$ cat config.mk
export PLATFORM = sky130hd
export DESIGN_NAME = pc_sequencer
export DESIGN_NICKNAME = d
export VERILOG_FILES = /design/src/rtl/mips_pkg.sv /design/src/rtl/npc_calc.sv /design/src/rtl/pc_sequencer.sv
export SDC_FILE = /design/constraint.sdc
export NUM_CORES = 1
export LEC_CHECK = 0
export ABC_AREA = 1
export CORE_ASPECT_RATIO = 1.5
export CORE_MARGIN = 4
export CORE_UTILIZATION = 49
export CTS_CLUSTER_SIZE = 40
export DETAILED_ROUTE_END_ITERATION = 8
export GPL_ROUTABILITY_DRIVEN = 0
export PLACE_DENSITY_LB_ADDON = 0.25
export SLEW_MARGIN = 10
export SYNTH_ARGS = -nofsm -noshare
export SYNTH_HDL_FRONTEND = slang
export SYNTH_SLANG_ARGS = --single-unit
export TNS_END_PERCENT = 50
$ cat constraint.sdc
create_clock -name clk -period 3.1 [get_ports clk]
set_input_delay 0.62 -clock clk [delete_from_list [all_inputs] [get_ports clk]]
set_output_delay 0.62 -clock clk [all_outputs]
set_load 0.02 [all_outputs]
$ cat src/rtl/mips_pkg.sv
// Shared definitions for the MIPS fetch front end.
// Holds the sequencer state encoding, the control-flow op codes and the boot address.
package mips_pkg;

  localparam logic [31:0] DEFAULT_RESET_PC = 32'h0000_3000;

  localparam logic [2:0] NPC_SEQ = 3'b000;
  localparam logic [2:0] NPC_BR  = 3'b001;
  localparam logic [2:0] NPC_J   = 3'b010;
  localparam logic [2:0] NPC_JR  = 3'b011;

  typedef enum logic [2:0] {
    ST_BOOT    = 3'd0,
    ST_FETCH   = 3'd1,
    ST_ISSUE   = 3'd2,
    ST_RESOLVE = 3'd3,
    ST_ERR     = 3'd4
  } seq_state_t;

  // Instruction addresses must be word aligned; only the two low bits matter.
  function automatic logic is_word_aligned(input logic [1:0] low_bits);
    return (low_bits == 2'b00);
  endfunction

endpackage

$ cat src/rtl/npc_calc.sv
// Combinational next-PC generator.
// Produces the link value (pc + 4) and the next fetch address for the resolved op.
module npc_calc
  import mips_pkg::*;
#(
  parameter logic [31:0] RESET_PC = DEFAULT_RESET_PC
) (
  input  logic [2:0]  op,
  input  logic [31:0] pc,
  input  logic [25:0] imm26,
  input  logic [31:0] reg32,
  output logic [31:0] pc_plus4,
  output logic [31:0] npc
);

  logic [31:0] br_offset;
  logic [31:0] jump_target;

  assign pc_plus4    = pc + 32'd4;
  assign br_offset   = {{14{imm26[15]}}, imm26[15:0], 2'b00};
  assign jump_target = {pc[31:28], imm26, 2'b00};

  // Select the next PC; any op code outside the four defined ones restarts at the boot address.
  always_comb begin
    npc = RESET_PC;
    case (op)
      NPC_SEQ: npc = pc_plus4;
      NPC_BR:  npc = pc_plus4 + br_offset;
      NPC_J:   npc = jump_target;
      NPC_JR:  npc = reg32;
      default: npc = RESET_PC;
    endcase
  end

endmodule

$ cat src/rtl/pc_sequencer.sv
// Program counter owner and single-issue fetch sequencer.
// Fetches one word from imem, offers it to decode, then waits for decode to resolve control flow.
module pc_sequencer
  import mips_pkg::*;
#(
  parameter logic [31:0] RESET_PC = DEFAULT_RESET_PC,
  parameter int          CNT_W    = 32
) (
  input  logic             clk,
  input  logic             rst_n,
  output logic             imem_req,
  output logic [31:0]      imem_addr,
  input  logic             imem_ack,
  input  logic [31:0]      imem_rdata,
  output logic             if_valid,
  input  logic             if_ready,
  output logic [31:0]      if_instr,
  output logic [31:0]      if_pc,
  output logic [31:0]      if_pc_plus4,
  input  logic             rs_valid,
  output logic             rs_ready,
  input  logic [2:0]       rs_op,
  input  logic [25:0]      rs_imm26,
  input  logic [31:0]      rs_reg32,
  output logic             fetch_err,
  output logic [CNT_W-1:0] instr_cnt
);

  seq_state_t  state;
  seq_state_t  state_next;
  logic [31:0] pc;
  logic [31:0] npc;
  logic        fetch_done;
  logic        resolve_done;

  // The next PC is always computed from the held instruction's PC, never the live fetch address.
  npc_calc #(
    .RESET_PC (RESET_PC)
  ) u_npc_calc (
    .op       (rs_op),
    .pc       (if_pc),
    .imm26    (rs_imm26),
    .reg32    (rs_reg32),
    .pc_plus4 (if_pc_plus4),
    .npc      (npc)
  );

  assign imem_addr    = pc;
  assign fetch_done   = (state == ST_FETCH) && imem_ack;
  assign resolve_done = (state == ST_RESOLVE) && rs_valid;

  // State register; reset forces BOOT so a late ack from an aborted fetch is ignored.
  always_ff @(posedge clk or negedge rst_n) begin
    if (!rst_n) begin
      state <= ST_BOOT;
    end else begin
      state <= state_next;
    end
  end

  // Next-state logic and state-decoded handshake outputs; ERR drives nothing and never leaves.
  always_comb begin
    state_next = state;
    imem_req   = 1'b0;
    if_valid   = 1'b0;
    rs_ready   = 1'b0;
    case (state)
      ST_BOOT: begin
        state_next = ST_FETCH;
      end
      ST_FETCH: begin
        imem_req = 1'b1;
        if (imem_ack) state_next = ST_ISSUE;
      end
      ST_ISSUE: begin
        if_valid = 1'b1;
        if (if_ready) state_next = ST_RESOLVE;
      end
      ST_RESOLVE: begin
        rs_ready = 1'b1;
        if (rs_valid) begin
          state_next = is_word_aligned(npc[1:0]) ? ST_FETCH : ST_ERR;
        end
      end
      ST_ERR: begin
        state_next = ST_ERR;
      end
      default: begin
        state_next = ST_BOOT;
      end
    endcase
  end

  // Instruction register: capture the word and its address on the fetch acknowledge.
  always_ff @(posedge clk or negedge rst_n) begin
    if (!rst_n) begin
      if_instr <= 32'd0;
      if_pc    <= RESET_PC;
    end else if (fetch_done) begin
      if_instr <= imem_rdata;
      if_pc    <= pc;
    end
  end

  // Architectural PC, retire counter and sticky alignment error all update on resolution.
  always_ff @(posedge clk or negedge rst_n) begin
    if (!rst_n) begin
      pc        <= RESET_PC;
      instr_cnt <= '0;
      fetch_err <= 1'b0;
    end else if (resolve_done) begin
      pc        <= npc;
      instr_cnt <= instr_cnt + CNT_W'(1);
      if (!is_word_aligned(npc[1:0])) fetch_err <= 1'b1;
    end
  end

endmodule
Fig. 1: signal wires by layer
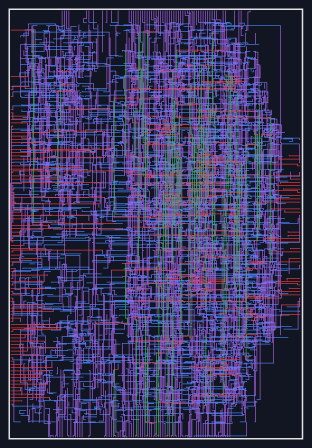
legend:
  red:
    layer: M3
    wire_length: 2,900 um
  purple:
    layer: M2
    wire_length: 17,300 um
  blue:
    layer: M1
    wire_length: 12,500 um
  green:
    layer: M4
    wire_length: 2,740 um

Fig. 2: logic cells by family
Scale bar: 20 um.
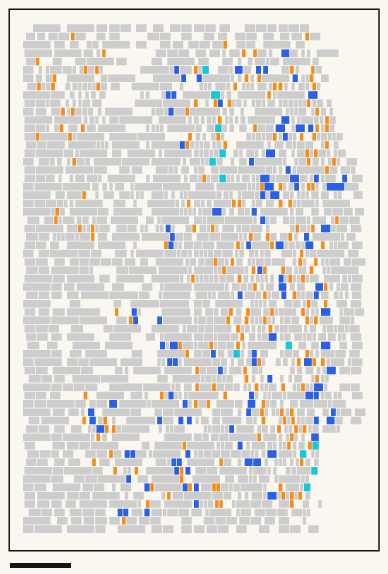
legend:
  orange:
    family: inv cells
    cells: 182
    where: all over the die
  blue:
    family: aoi and oai cells
    cells: 106
  cyan:
    family: and/or cells
    cells: 12

Fig. 3: where the registers sit
Other sequential cells in the stronger grey, the rest of the logic in the fainter grey.
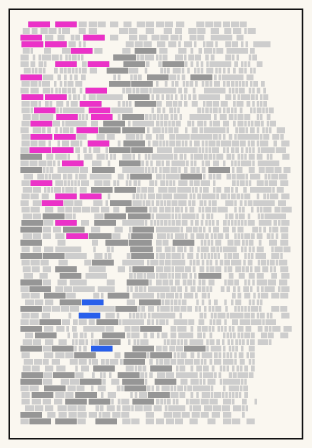
legend:
  blue:
    signal: `state`
    flops: 3
  magenta:
    signal: `instr_cnt`
    flops: 32
not coloured: 97

==> flow_metrics.env <==
# flow metrics
export IMPL_status="finished, final reports clean"
export IMPL_drtPass1Iterations=5
export IMPL_highest_layer="met4"
export IMPL_drt_total_wl_um=35400
export IMPL_slew_violations=0
export IMPL_finalCritPeriodShare_pct=98.2
export IMPL_power_group_top="combinational logic"
export IMPL_final_cells=1915
export IMPL_synthTopLogicFamily="simple AND/OR/NAND/NOR gates"
export IMPL_cap_violations=0
export IMPL_route_detailed_drc=0
export IMPL_diodes=0
export IMPL_n_all_buffers=371
export IMPL_critical_path_startpoint="if_pc[2]"
export IMPL_cpMaxStageDelayCell="dfrtp_1"
export IMPL_nNetsFinal=1785
export IMPL_num_multi_input_gates=946
export IMPL_grt_pass1_vias=10700
export IMPL_cp_max_fo=4
export IMPL_synthAdderAreaFrac_pct=5.11
export IMPL_sh_seq_area_pct=23.4
export IMPL_criticalPathCategory="reg2out"
export IMPL_ys_sh_mux_pct=5.14
export IMPL_clockBufferDepth=2
export IMPL_ys_cells=1289
export IMPL_drt_initial_drc_count=1001
export IMPL_fp_util_pct=49.7
export IMPL_dpl_worst_slack_ns=-0.102
export IMPL_fp_dieH_um=176
export IMPL_final_fill_count=1332
export IMPL_portBuffers=261
export IMPL_powerDensity_nw_per_um2=903
export IMPL_nonClkBufAreaFrac_pct=24.5
export IMPL_ff_count=132
export IMPL_root_buffer="clkbuf_16"
export IMPL_hold_viol_final=0
export IMPL_final_area_sq_um=14200
export IMPL_top_area_share_pct=34.8
export IMPL_combPwrFrac_pct=60.2
export IMPL_setup_ws_ns=0.0572
export IMPL_vias=10400
export IMPL_yosysMostFrequentCell="nand2_1"
export IMPL_reg2reg_depth=18
export IMPL_simple_gate_share_pct=32.6
export IMPL_warnings=32
export IMPL_synthTopCellsByCount="nand2_1 (428), inv_1 (178), dfrtp_1 (128)"
export IMPL_route_met3_wl_um=2900
export IMPL_grt_pass1_wl_um=53500
export IMPL_fin_crit_ns=3.04
export IMPL_leakage_nw=6.88
export IMPL_dpl_hpwl_um=26800
export IMPL_crit_cells=10
export IMPL_fin_tns_setup_ns=0
export IMPL_overflow=0
export IMPL_taps=252
export IMPL_comb_power_w=0.00770
export IMPL_power_switching_w=0.00574
export IMPL_xor_area_share_pct=4.75
export IMPL_combGateArea_sq_um=5770
export IMPL_cts_resized=32
export IMPL_yosysWarnings=0
export IMPL_yosys_area_top_type="dfrtp_1"
export IMPL_crit_path_max_incr_delay_ns=0.43
export IMPL_seq_power_share_pct=23.4
